### Sizing map

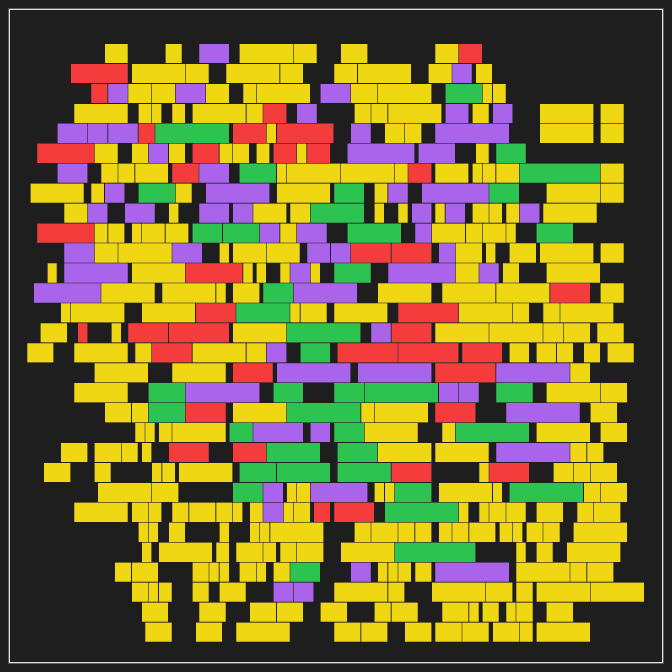
### Cell outlines without signal wires

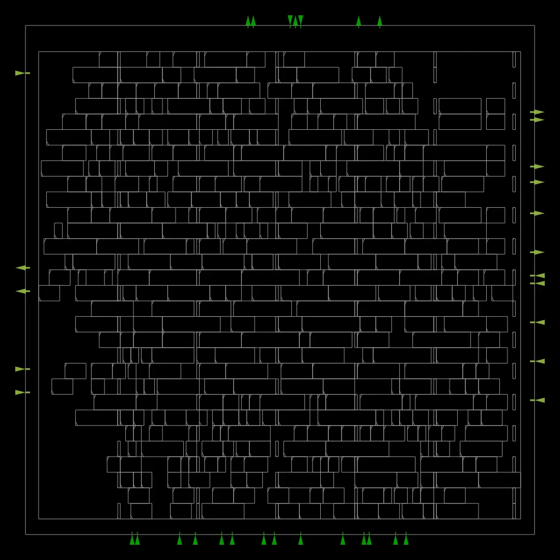
### Sequential cells grouped by signal name

Scale bar: 20 um. Other sequential cells in the stronger grey, the rest of the logic in the fainter grey.
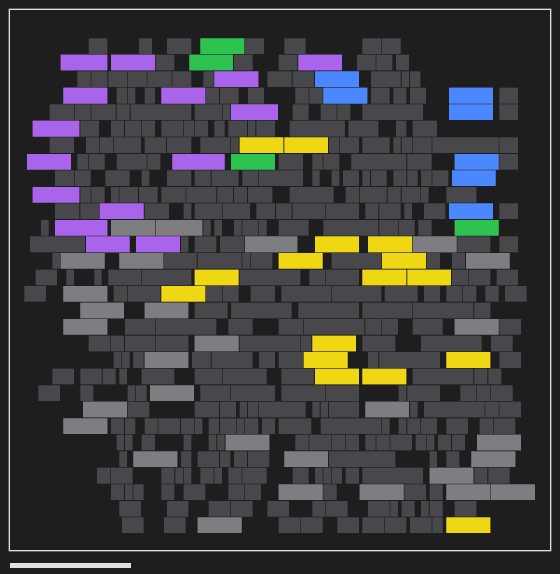
===== config.mk =====
export PLATFORM = sky130hd
export DESIGN_NAME = seg7_scan_ctrl_flat
export DESIGN_NICKNAME = d
export VERILOG_FILES = /design/src/rtl/seg7_scan_ctrl_if.sv /design/src/rtl/seg7_scan_ctrl.sv /design/src/flat_wrapper.sv
export SDC_FILE = /design/constraint.sdc
export NUM_CORES = 1
export LEC_CHECK = 0
export CORE_MARGIN = 2
export CORE_UTILIZATION = 46
export CTS_CLUSTER_SIZE = 24
export DETAILED_ROUTE_END_ITERATION = 10
export GPL_ROUTABILITY_DRIVEN = 0
export PLACE_DENSITY = 0.69
export SETUP_SLACK_MARGIN = 0.4
export SLEW_MARGIN = 10
export SYNTH_ARGS = -nofsm -noshare
export SYNTH_HDL_FRONTEND = slang
export SYNTH_SLANG_ARGS = --single-unit

===== constraint.sdc =====
create_clock -name clk -period 1.8 [get_ports clk]
set_input_delay 0.36 -clock clk [delete_from_list [all_inputs] [get_ports clk]]
set_output_delay 0.36 -clock clk [all_outputs]
set_load 0.02 [all_outputs]

===== src/rtl/seg7_scan_ctrl_if.sv =====
// Display-side bundle for seg7_scan_ctrl: value/dp load and enable in, segment/anode drive and frame pulse out.
interface seg7_scan_ctrl_if #(
    parameter int NUM_DIGITS = 4
);
    logic                      en_i;
    logic                      load_i;
    logic [4*NUM_DIGITS-1:0]   value_i;
    logic [NUM_DIGITS-1:0]     dp_i;
    logic [6:0]                seg_o;
    logic                      dp_o;
    logic [NUM_DIGITS-1:0]     an_o;
    logic                      frame_o;

    modport master (
        output en_i, load_i, value_i, dp_i,
        input  seg_o, dp_o, an_o, frame_o
    );

    modport slave (
        input  en_i, load_i, value_i, dp_i,
        output seg_o, dp_o, an_o, frame_o
    );
endinterface


===== src/rtl/seg7_scan_ctrl.sv =====
// N-digit multiplexed 7-segment scanner with frame-synchronous double-buffered value updates.
// Optional leading-zero blanking is enabled by defining SEG7_LZ_BLANK_EN.
module seg7_scan_ctrl #(
    parameter int NUM_DIGITS  = 4,
    parameter int CLK_FREQ_HZ = 100_000_000,
    parameter int REFRESH_HZ  = 1_000
) (
    input  logic            clk,
    input  logic            rst,
    seg7_scan_ctrl_if.slave bus
);
    localparam int DIV = CLK_FREQ_HZ / (REFRESH_HZ * NUM_DIGITS);
    localparam int PW  = (DIV > 2) ? $clog2(DIV) : 1;
    localparam int IW  = (NUM_DIGITS > 1) ? $clog2(NUM_DIGITS) : 1;
    localparam logic [PW-1:0] PRESC_MAX = PW'(DIV - 1);
    localparam logic [IW-1:0] IDX_MAX   = IW'(NUM_DIGITS - 1);

    if (DIV < 2) begin : g_div_check
        $error("seg7_scan_ctrl: scan divider must be at least 2");
    end
    if (NUM_DIGITS < 1 || NUM_DIGITS > 8) begin : g_digits_check
        $error("seg7_scan_ctrl: NUM_DIGITS must be 1..8");
    end

    logic [PW-1:0]           presc_reg;
    logic [IW-1:0]           idx_reg;
    logic [4*NUM_DIGITS-1:0] pending_reg;
    logic [NUM_DIGITS-1:0]   pend_dp_reg;
    logic                    pend_valid_reg;
    logic [4*NUM_DIGITS-1:0] display_reg;
    logic [NUM_DIGITS-1:0]   disp_dp_reg;
    logic [6:0]              seg_reg;
    logic                    dp_reg;
    logic [NUM_DIGITS-1:0]   an_reg;
    logic                    frame_reg;

    logic                    tick;
    logic                    fb;
    logic [NUM_DIGITS-1:0]   blank;
    logic [3:0]              nib;
    logic [6:0]              seg_next;
    logic                    dp_next;
    logic [NUM_DIGITS-1:0]   an_next;

    function automatic logic [6:0] hex7(input logic [3:0] n);
        logic [6:0] s;
        case (n)
            4'h0: s = 7'h3F;  4'h1: s = 7'h06;  4'h2: s = 7'h5B;  4'h3: s = 7'h4F;
            4'h4: s = 7'h66;  4'h5: s = 7'h6D;  4'h6: s = 7'h7D;  4'h7: s = 7'h07;
            4'h8: s = 7'h7F;  4'h9: s = 7'h6F;  4'hA: s = 7'h77;  4'hB: s = 7'h7C;
            4'hC: s = 7'h39;  4'hD: s = 7'h5E;  4'hE: s = 7'h79;  default: s = 7'h71;
        endcase
        return s;
    endfunction

    assign tick = (presc_reg == PRESC_MAX);
    assign fb   = tick && (idx_reg == IDX_MAX);

`ifdef SEG7_LZ_BLANK_EN
    // A digit is a leading zero only if it and every more-significant digit have zero nibble and no dp.
    for (genvar gi = 0; gi < NUM_DIGITS; gi++) begin : g_blank
        if (gi == 0) begin : g_lsd
            assign blank[gi] = 1'b0;
        end else begin : g_upper
            assign blank[gi] = ~(|{display_reg[4*NUM_DIGITS-1:4*gi], disp_dp_reg[NUM_DIGITS-1:gi]});
        end
    end
`else
    assign blank = '0;
`endif

    always_comb begin
        nib      = display_reg[{idx_reg, 2'b00} +: 4];
        an_next  = '1;
        seg_next = 7'h7F;
        dp_next  = 1'b1;
        if (bus.en_i) begin
            an_next[idx_reg] = blank[idx_reg];
            seg_next         = ~hex7(nib);
            dp_next          = ~disp_dp_reg[idx_reg];
        end
    end

    always_ff @(posedge clk) begin
        if (rst) begin
            presc_reg      <= '0;
            idx_reg        <= '0;
            pending_reg    <= '0;
            pend_dp_reg    <= '0;
            pend_valid_reg <= 1'b0;
            display_reg    <= '0;
            disp_dp_reg    <= '0;
            seg_reg        <= 7'h7F;
            dp_reg         <= 1'b1;
            an_reg         <= '1;
            frame_reg      <= 1'b0;
        end else begin
            presc_reg <= tick ? '0 : presc_reg + 1'b1;
            if (tick) begin
                idx_reg <= (idx_reg == IDX_MAX) ? '0 : idx_reg + 1'b1;
            end
            frame_reg <= fb;
            // A load landing on the boundary goes straight to display and supersedes any pending value.
            if (fb && bus.load_i) begin
                display_reg    <= bus.value_i;
                disp_dp_reg    <= bus.dp_i;
                pend_valid_reg <= 1'b0;
            end else if (fb && pend_valid_reg) begin
                display_reg    <= pending_reg;
                disp_dp_reg    <= pend_dp_reg;
                pend_valid_reg <= 1'b0;
            end else if (bus.load_i) begin
                pending_reg    <= bus.value_i;
                pend_dp_reg    <= bus.dp_i;
                pend_valid_reg <= 1'b1;
            end
            seg_reg <= seg_next;
            dp_reg  <= dp_next;
            an_reg  <= an_next;
        end
    end

    assign bus.seg_o   = seg_reg;
    assign bus.dp_o    = dp_reg;
    assign bus.an_o    = an_reg;
    assign bus.frame_o = frame_reg;
endmodule


===== src/flat_wrapper.sv =====
// flat-port wrapper written by rule: the top's interface ports become plain ports
module seg7_scan_ctrl_flat 
#(
    parameter int NUM_DIGITS  = 4,
    parameter int CLK_FREQ_HZ = 100_000_000,
    parameter int REFRESH_HZ  = 1_000
)
  (clk, rst, bus_en_i, bus_load_i, bus_value_i, bus_dp_i, bus_seg_o, bus_dp_o, bus_an_o, bus_frame_o);
  seg7_scan_ctrl_if #(.NUM_DIGITS(NUM_DIGITS)) bus_i ();
  input  logic clk;
  input  logic rst;
  input wire logic [$bits(bus_i.en_i)-1:0] bus_en_i;
  input wire logic [$bits(bus_i.load_i)-1:0] bus_load_i;
  input wire logic [$bits(bus_i.value_i)-1:0] bus_value_i;
  input wire logic [$bits(bus_i.dp_i)-1:0] bus_dp_i;
  output wire logic [$bits(bus_i.seg_o)-1:0] bus_seg_o;
  output wire logic [$bits(bus_i.dp_o)-1:0] bus_dp_o;
  output wire logic [$bits(bus_i.an_o)-1:0] bus_an_o;
  output wire logic [$bits(bus_i.frame_o)-1:0] bus_frame_o;
  assign bus_i.en_i = bus_en_i;
  assign bus_i.load_i = bus_load_i;
  assign bus_i.value_i = bus_value_i;
  assign bus_i.dp_i = bus_dp_i;
  assign bus_seg_o = bus_i.seg_o;
  assign bus_dp_o = bus_i.dp_o;
  assign bus_an_o = bus_i.an_o;
  assign bus_frame_o = bus_i.frame_o;
  seg7_scan_ctrl #(.NUM_DIGITS(NUM_DIGITS), .CLK_FREQ_HZ(CLK_FREQ_HZ), .REFRESH_HZ(REFRESH_HZ)) u_core (.clk(clk), .rst(rst), .bus(bus_i));
endmodule

==> CHANGELOG.md <==
### Implementation results

- # fillers: around 480
- Worst hold slack: around 0.47 ns
- Slew @ Worst Pin: ~0.42 ns
- Reg power frac: 46.9%
- CTS root buffer: clkbuf_8
- Busiest layer in global routing: met2
- Floorplan Nets: 383
- Comb. pwr: approximately 0.37 mW
- Top layer reached by signal wires: met4
- Worst clock skew: just over 0.01 ns
- Sink Count: roughly 71
- Post-DP Area: just under 0.004 mm2
- Sw frac: a little under a quarter
- Hold Crit Endpoint: u_core.display_reg[9]
- Vias in the first global route: roughly 2700
- Status: finished, final reports clean
- Sequential area share after synthesis: 42.9%
- Sequential cell power: around 1.6 mW
- Tool warning count: 37
- Post-CTS Setup Bufs: 27
- Non-Clock Buffer Area Fraction: roughly a fifth
- Syn_area_per_cell: between 9 and 10 um2
- Post-layout minimum cycle time: ~1.7 ns
- Per-cell routed wire length: around 16 um
- Flop share of the area: between 20 and 30%
- First-pass GRT wire length: between 10 and 15 mm
- Sequential cell area: between 0.001 and 0.0015 mm2
- DRC: 0
- Largest net degree at the start of global routing: 33
- Die W: slightly below 90 um
- Comb power frac: a little over a tenth
- Reg2reg path depth: 6
- Share of flip-flops with an asynchronous set or reset: 0%
- CTS tree: built
- Top_reg_cell synth: dfxtp_1
- ANT nets after route: 0
- Max stage delay on crit path: 0.60 ns
- Comb area: 0.00213 mm2
- RSZ-0062 raised after global routing: true
- Die Y-Extent: approximately 89 um
- # port buffers: 36
- Peak VDD IR: roughly 0.50 mV
- Endpoints failing setup: 0
- CP max stage cell: mux4_2
- Ant diodes: 0
- Area share of the largest cell type after synthesis: between 40% and 50%
- GR Overflow Total: 0
- Buf/Inv on CP: 1
- Num tapcells: 96
- DR vias: 2804
- Clock share of power: between 40% and 50%
- Top post-synthesis cells by count: dfxtp_1 (71), nand2b_1 (42), nor2_1 (31)
- CP arrival: about 2 ns
- Clock Buffer Count: 11
- Dominant kind of cell by area: multi-input combinational cells
- Chip area: ~0.0079 mm2
- Yosys warnings: 0
- Post-synth EDFFs: 0
About 'Sizing map':
| colour | size | cells | share |
|---|---|---|---|
| red | x2 | 38 | 8.9% |
| purple | x3 and x4 | 62 | 15% |
| green | x6 and larger | 39 | 9.1% |
| yellow | x1 and smaller | 288 | 67% |
Design Area, Final: 0.00496 mm2
worst path setup slack after routing: 0.0678 ns
Non-clk bufs: 89

About 'Cell outlines without signal wires':
fin util: 72.2%
# rows: 30
FFs & Latches: 71
core area: 0.00687 mm2
Finished Layout Cells: 523

About 'Sequential cells grouped by signal name':
| colour | name in the netlist | placed flops |
|---|---|---|
| blue | u_core.bus.seg_o | 7 |
| yellow | u_core.display_reg | 16 |
| green | u_core.bus.an_o | 4 |
| purple | u_core.presc_reg | 15 |
not coloured: 29

[kinds of logic (layout without fill, tap and decap cells)]
family	Yosys count	in the layout	synth area share (%)
AND/OR/NAND/NOR	133	133	21.2
multiplexers	28	28	10.3
flip-flops	71	71	42.9
AND-OR/OR-AND	63	63	13.4
adder cells (fa/ha/maj)	11	11	4.15
buffers and inverters	32	111	5.40
XOR/XNOR	10	10	2.64
[how the worst max path moves through the flow]
stage | cells after the start | to | slack [ns]
2_1_floorplan | 7 | u_core.bus.seg_o[1] | 0.06
3_3_place_gp | 6 | u_core.bus.seg_o[1] | 0.04
3_5_place_dp | 5 | u_core.display_reg[3] | 0.01
4_1_cts | 5 | u_core.bus.seg_o[3] | 0.07
5_1_grt | 6 | u_core.bus.seg_o[1] | -0.01
6_report | 6 | u_core.bus.seg_o[1] | 0.07
Power and IR drop assume default switching activity.
